$ cat config.mk
export PLATFORM = sky130hd
export DESIGN_NAME = hsiao_code_decoder
export DESIGN_NICKNAME = d
export VERILOG_FILES = /design/src/rtl/hsiao_code_decoder.sv
export SDC_FILE = /design/constraint.sdc
export NUM_CORES = 1
export LEC_CHECK = 0
export CORE_ASPECT_RATIO = 1.4
export CORE_UTILIZATION = 47
export DETAILED_ROUTE_END_ITERATION = 10
export GPL_TIMING_DRIVEN = 0
export PLACE_DENSITY = 0.89
export SLEW_MARGIN = 25
export SYNTH_ARGS = -nofsm -noshare
export SYNTH_HDL_FRONTEND = slang
export SYNTH_SLANG_ARGS = --single-unit
$ cat constraint.sdc
create_clock -name clk -period 3.9 [get_ports clk]
set_clock_uncertainty 0.05 [all_clocks]
set_input_delay 0.585 -clock clk [delete_from_list [all_inputs] [get_ports clk]]
set_output_delay 0.585 -clock clk [all_outputs]
set_load 0.03 [all_outputs]
$ cat src/rtl/hsiao_code_decoder.sv
// hsiao_code_decoder: two-stage SEC-DED decoder for a 13-bit (8 data) codeword
// with valid/ready handshake and optional saturating error counters.
//
// Ports:
//   clk, rst_n             clock, async active-low reset
//   in_valid/in_ready      input handshake, in_code[12:0] received codeword
//   out_valid/out_ready    output handshake
//   out_data[7:0]          corrected data (raw data on uncorrectable error)
//   out_sec/out_ded        single corrected / uncorrectable flags
//   out_syndrome[3:0]      {s8,s4,s2,s1}
//   cnt_clr                synchronous clear of both counters
//   sec_cnt/ded_cnt        saturating error counts (CNT_W bits)
//
// Optional feature macro: HSIAO_ERR_CNT_EN enables the error counters;
// without it sec_cnt/ded_cnt are tied to 0 and cnt_clr is ignored.

module hsiao_code_decoder #(
  parameter int CNT_W = 16
) (
  input  logic             clk,
  input  logic             rst_n,
  input  logic             in_valid,
  output logic             in_ready,
  input  logic [12:0]      in_code,
  output logic             out_valid,
  input  logic             out_ready,
  output logic [7:0]       out_data,
  output logic             out_sec,
  output logic             out_ded,
  output logic [3:0]       out_syndrome,
  input  logic             cnt_clr,
  output logic [CNT_W-1:0] sec_cnt,
  output logic [CNT_W-1:0] ded_cnt
);

  logic adv;

  // One enable for the whole pipe: it moves only when the
  // output register is empty or being drained this cycle.
  assign adv      = !out_valid || out_ready;
  assign in_ready = adv;

  logic       syn_1, syn_2, syn_4, syn_8, par;

  assign syn_1 = in_code[1] ^ in_code[3] ^ in_code[5]
               ^ in_code[7] ^ in_code[9] ^ in_code[11];
  assign syn_2 = in_code[2] ^ in_code[3] ^ in_code[6]
               ^ in_code[7] ^ in_code[10] ^ in_code[11];
  assign syn_4 = in_code[4] ^ in_code[5] ^ in_code[6]
               ^ in_code[7] ^ in_code[12];
  assign syn_8 = in_code[8] ^ in_code[9] ^ in_code[10]
               ^ in_code[11] ^ in_code[12];
  assign par   = ^in_code;

  logic        s1_valid;
  logic [12:0] s1_code;
  logic [3:0]  s1_syn;
  logic        s1_p;

  always_ff @(posedge clk or negedge rst_n) begin
    if (!rst_n) begin
      s1_valid <= 1'b0;
      s1_code  <= '0;
      s1_syn   <= '0;
      s1_p     <= 1'b0;
    end else if (adv) begin
      s1_valid <= in_valid;
      s1_code  <= in_code;
      s1_syn   <= {syn_8, syn_4, syn_2, syn_1};
      s1_p     <= par;
    end
  end

  logic        single;
  logic        ded_c;
  logic [12:0] flip;
  logic [12:0] fixed;
  logic [7:0]  data_c;

  // Odd overall parity with a syndrome naming a real bit is a
  // single error; syndrome 0 then points at the parity bit itself.
  assign single = s1_p && (s1_syn <= 4'd12);
  assign ded_c  = (!s1_p && (s1_syn != 4'd0))
               || (s1_p && (s1_syn > 4'd12));
  assign flip   = single ? (13'd1 << s1_syn) : 13'd0;
  assign fixed  = s1_code ^ flip;
  assign data_c = {fixed[12], fixed[11], fixed[10], fixed[9],
                   fixed[7], fixed[6], fixed[5], fixed[3]};

  always_ff @(posedge clk or negedge rst_n) begin
    if (!rst_n) begin
      out_valid    <= 1'b0;
      out_data     <= '0;
      out_sec      <= 1'b0;
      out_ded      <= 1'b0;
      out_syndrome <= '0;
    end else if (adv) begin
      out_valid    <= s1_valid;
      out_data     <= data_c;
      out_sec      <= single;
      out_ded      <= ded_c;
      out_syndrome <= s1_syn;
    end
  end

`ifdef HSIAO_ERR_CNT_EN
  logic out_hs;

  assign out_hs = out_valid && out_ready;

  always_ff @(posedge clk or negedge rst_n) begin
    if (!rst_n) begin
      sec_cnt <= '0;
      ded_cnt <= '0;
    end else if (cnt_clr) begin
      sec_cnt <= '0;
      ded_cnt <= '0;
    end else begin
      if (out_hs && out_sec && !(&sec_cnt))
        sec_cnt <= sec_cnt + CNT_W'(1);
      if (out_hs && out_ded && !(&ded_cnt))
        ded_cnt <= ded_cnt + CNT_W'(1);
    end
  end
`else
  logic unused_cnt_clr;

  assign unused_cnt_clr = cnt_clr;
  assign sec_cnt        = '0;
  assign ded_cnt        = '0;
`endif

endmodule

wires.png
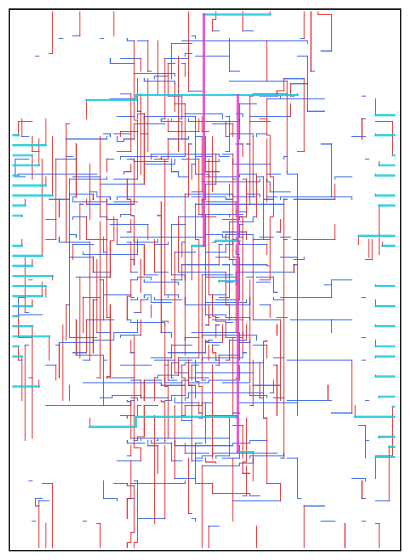
metal 4 -> magenta  # wire length 79.6 um
metal 1 -> blue  # wire length 1120 um
metal 2 -> red  # wire length 1610 um
metal 3 -> cyan  # wire length 179 um
DR WL/cell: 9.89 um
Total Routing Usage GR: 18.9%
vias post-DR: 1342

==> GITHUB_STEP_SUMMARY <==
### Yosys + OpenROAD results

| Metric | Value |
|---|---|
| Post-CTS Setup Bufs | `0` |
| Top sig layer | `met4` |
| Xor/xnor share | `16.0%` |
| Tool Warnings | `27` |
| Top-count cell post-synth | `nand2_1` |
| Critical Path RT | `3.26 ns` |
| Compound Share, Synth | `5.02%` |
| Register area | `726 um2` |
| Logic pwr share | `39.9%` |
| Initial antenna violation count | `0` |
| Met3 usage | `5.63%` |
| Post-Synth Simple-Gate Area | `18.4%` |
| PD cells | `564 nW/um2` |
| Global-route wire length before repair | `5.18 mm` |
| Remaining global-route overflow | `0` |
| Setup TNS | `0 ns` |
| Die Width | `52.7 um` |
| Hold Crit Class | `in -> async` |
| Commonest flop | `dfrtp_1` |
| DP HPWL | `2.33 mm` |
| Largest fanout on the critical path | `10` |
| Fp_density | `49.7%` |
| IO buf count | `32` |
| Worst Tran Pin Value | `0.623 ns` |
| Dominant comb cell | `simple AND/OR/NAND/NOR gates` |
| Post-Synth Adder-Cell Area | `0%` |
| Met2 usage in global routing | `34.9%` |
| Most frequent cells in the layout | `nand2_1, buf_4, conb_1` |
| Minimum clock period | `3.29 ns` |
| Slowest CP cell | `clkdlybuf4s50_1` |
| Finished Core Util | `67.7%` |
| Clock Power Share | `28.4%` |
| EDFF count, synth | `0` |
| Core Area | `3410 um2` |
| Post-route cell area | `2310 um2` |
| Drt first pass iters | `4` |
| Row count | `25` |
| Comb group | `519 uW` |
| CTS root buf | `clkbuf_8` |
| Max power group | `combinational logic` |
| Register area share after synthesis | `42.8%` |
| Reg2reg start | `out_valid` |
| CTS tree | `done` |
| Drt drc | `0` |
| Crit path buf inv count | `5` |
| Yosys warns | `0` |
| Final total power | `1.30 mW` |
| Detailed Route WL | `3.00 mm` |
| Post-DRT Antenna Nets | `0` |
| Top post-synthesis cells by count | `nand2_1, buf_4, dfrtp_1, xnor2_1, o21ai_0` |
| Clock Path Buffers | `2` |
| Slew Viols, Final | `0` |
| VDD IR-drop max | `394 uV` |
| Clock-pin slew on the worst setup and hold paths | `0.06 ns` |
| Int Pwr | `845 uW` |
| Gate Area | `800 um2` |
| Num ports | `66` |
| Area of placed instances | `2180 um2` |
| Cell type with the largest total area after synthesis | `dfrtp_1` |
| Layout cells sized above 1 | `16.3%` |
| Vias in the first global route | `1250` |
| Sequential power share | `31.8%` |
| Syn_area_per_cell | `8.82 um2` |
| Tcrit/Tclk final | `84.3%` |
| M1 WL | `1.12 mm` |
| Crit path DAT | `2.65 ns` |
| Largest net degree at the start of global routing | `30` |
| Fraction of registers with async set or reset after synthesis | `100%` |
| Yosys Chip Area | `1690 um2` |
| Endpoint of the worst-slack reg-to-reg timing path | `s1_syn[0]` |
| Yosys cell count | `192` |
| Distinct cells, synth | `22` |
| Syn Inst Count | `192` |
| Full die area | `3850 um2` |
| # setup viols final | `0` |
| Max stage delay on crit path | `0.76 ns` |
| Fillcell total | `283` |
| R2r setup slk | `2.31 ns` |
| Highest Clock Rate | `304 MHz` |
| Status | `finished, final reports clean` |
| Cells after DPL | `295` |
| CP delay by family, top | `buffers and inverters` |
| CTS Hold Buffers Added | `0` |
| Seq group | `413 uW` |
| Psw | `457 uW` |
| Final hold violations | `0` |
| Post-Layout Cell Count | `303` |
| Met2 wire len | `1.61 mm` |
| CP startpoint kind | `primary input` |
| Crit end category | `primary output` |
| Grt peak-use layer | `met2` |
| Most frequent CP cell | `clkdlybuf4s50_1` |
| Iteration-0 DRC Markers | `29` |
| Fraction of power spent switching nets | `35.1%` |
| Lkg Pwr | `1.11 nW` |
| Mux area share | `0.665%` |
| Placer Congestion | `0.778` |
| Met3 WL | `179 um` |
| Post-CTS Resized | `0` |
| Reg2Reg Depth | `5` |
| Hold slack | `0.256 ns` |
| Max-cap violations | `0` |
| Antenna cells | `0` |
| Slew HR | `58.5%` |
| CTS H-tree depth | `2` |
| Placement Setup Slack | `0.657 ns` |
| Layout net count | `280` |
| Setup CP Type | `in -> out` |
| Top area contributor share | `42.8%` |
| #FFs+latches synth | `29` |
| Syn Std Cell Area | `1690 um2` |
| Dominant cells by area after synthesis | `dfrtp_1, buf_4, nand2_1` |
| Most frequent logic cell in the layout | `nand2_1` |
| Sink Count | `29` |
| Met1 Use GR | `17.9%` |
| RSZ-0062 raised after global routing | `no` |
| Average via count per standard cell | `4.43` |
| Area growth syn-to-layout | `36.3%` |
| Worst setup margin | `0.614 ns` |
| Die Span Y | `73.0 um` |
| Critical path, cell by cell | `clkdlybuf4s50_1, nor2b_1, inv_1, clkbuf_1, buf_1, clkdlybuf4s50_1` |
clocks.png
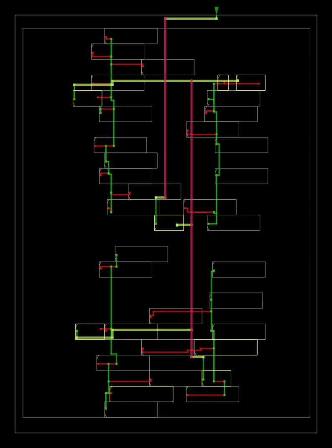
clock group power: 369 uW
CTS Buf Count: 5
count of flip-flops and latches: 29
worst-skew pair later-pin latency: 0.29 ns

[worst max path at each step]
stage	to	from	slack, ns	cells after the start
after CTS	in_ready	out_ready	0.63	6
after global placement	in_ready	out_ready	0.64	6
after floorplan	in_ready	out_valid	1.80	4
after global routing	in_ready	out_ready	0.51	6
after detailed placement	in_ready	out_ready	0.66	6
final	in_ready	out_ready	0.61	6
[area by class of cell]
class | instances | share of cell area, %
multi-input combinational | 150 | 34.6
sequential | 29 | 31.4
timing repair buffer | 32 | 13.7
buffer | 43 | 12.2
clock buffer | 5 | 2.98
clock inverter | 3 | 2.82
tap | 40 | 2.17
inverter | 1 | 0.163
[state kept, by name, indices dropped and copies added, names as in the netlist]
name          cells
s1_valid          1
out_ded           1
s1_code           8
s1_p              1
out_sec           1
out_valid         1
s1_syn            4
out_syndrome      4
out_data          8
Power is estimated from default activity; no workload was simulated.
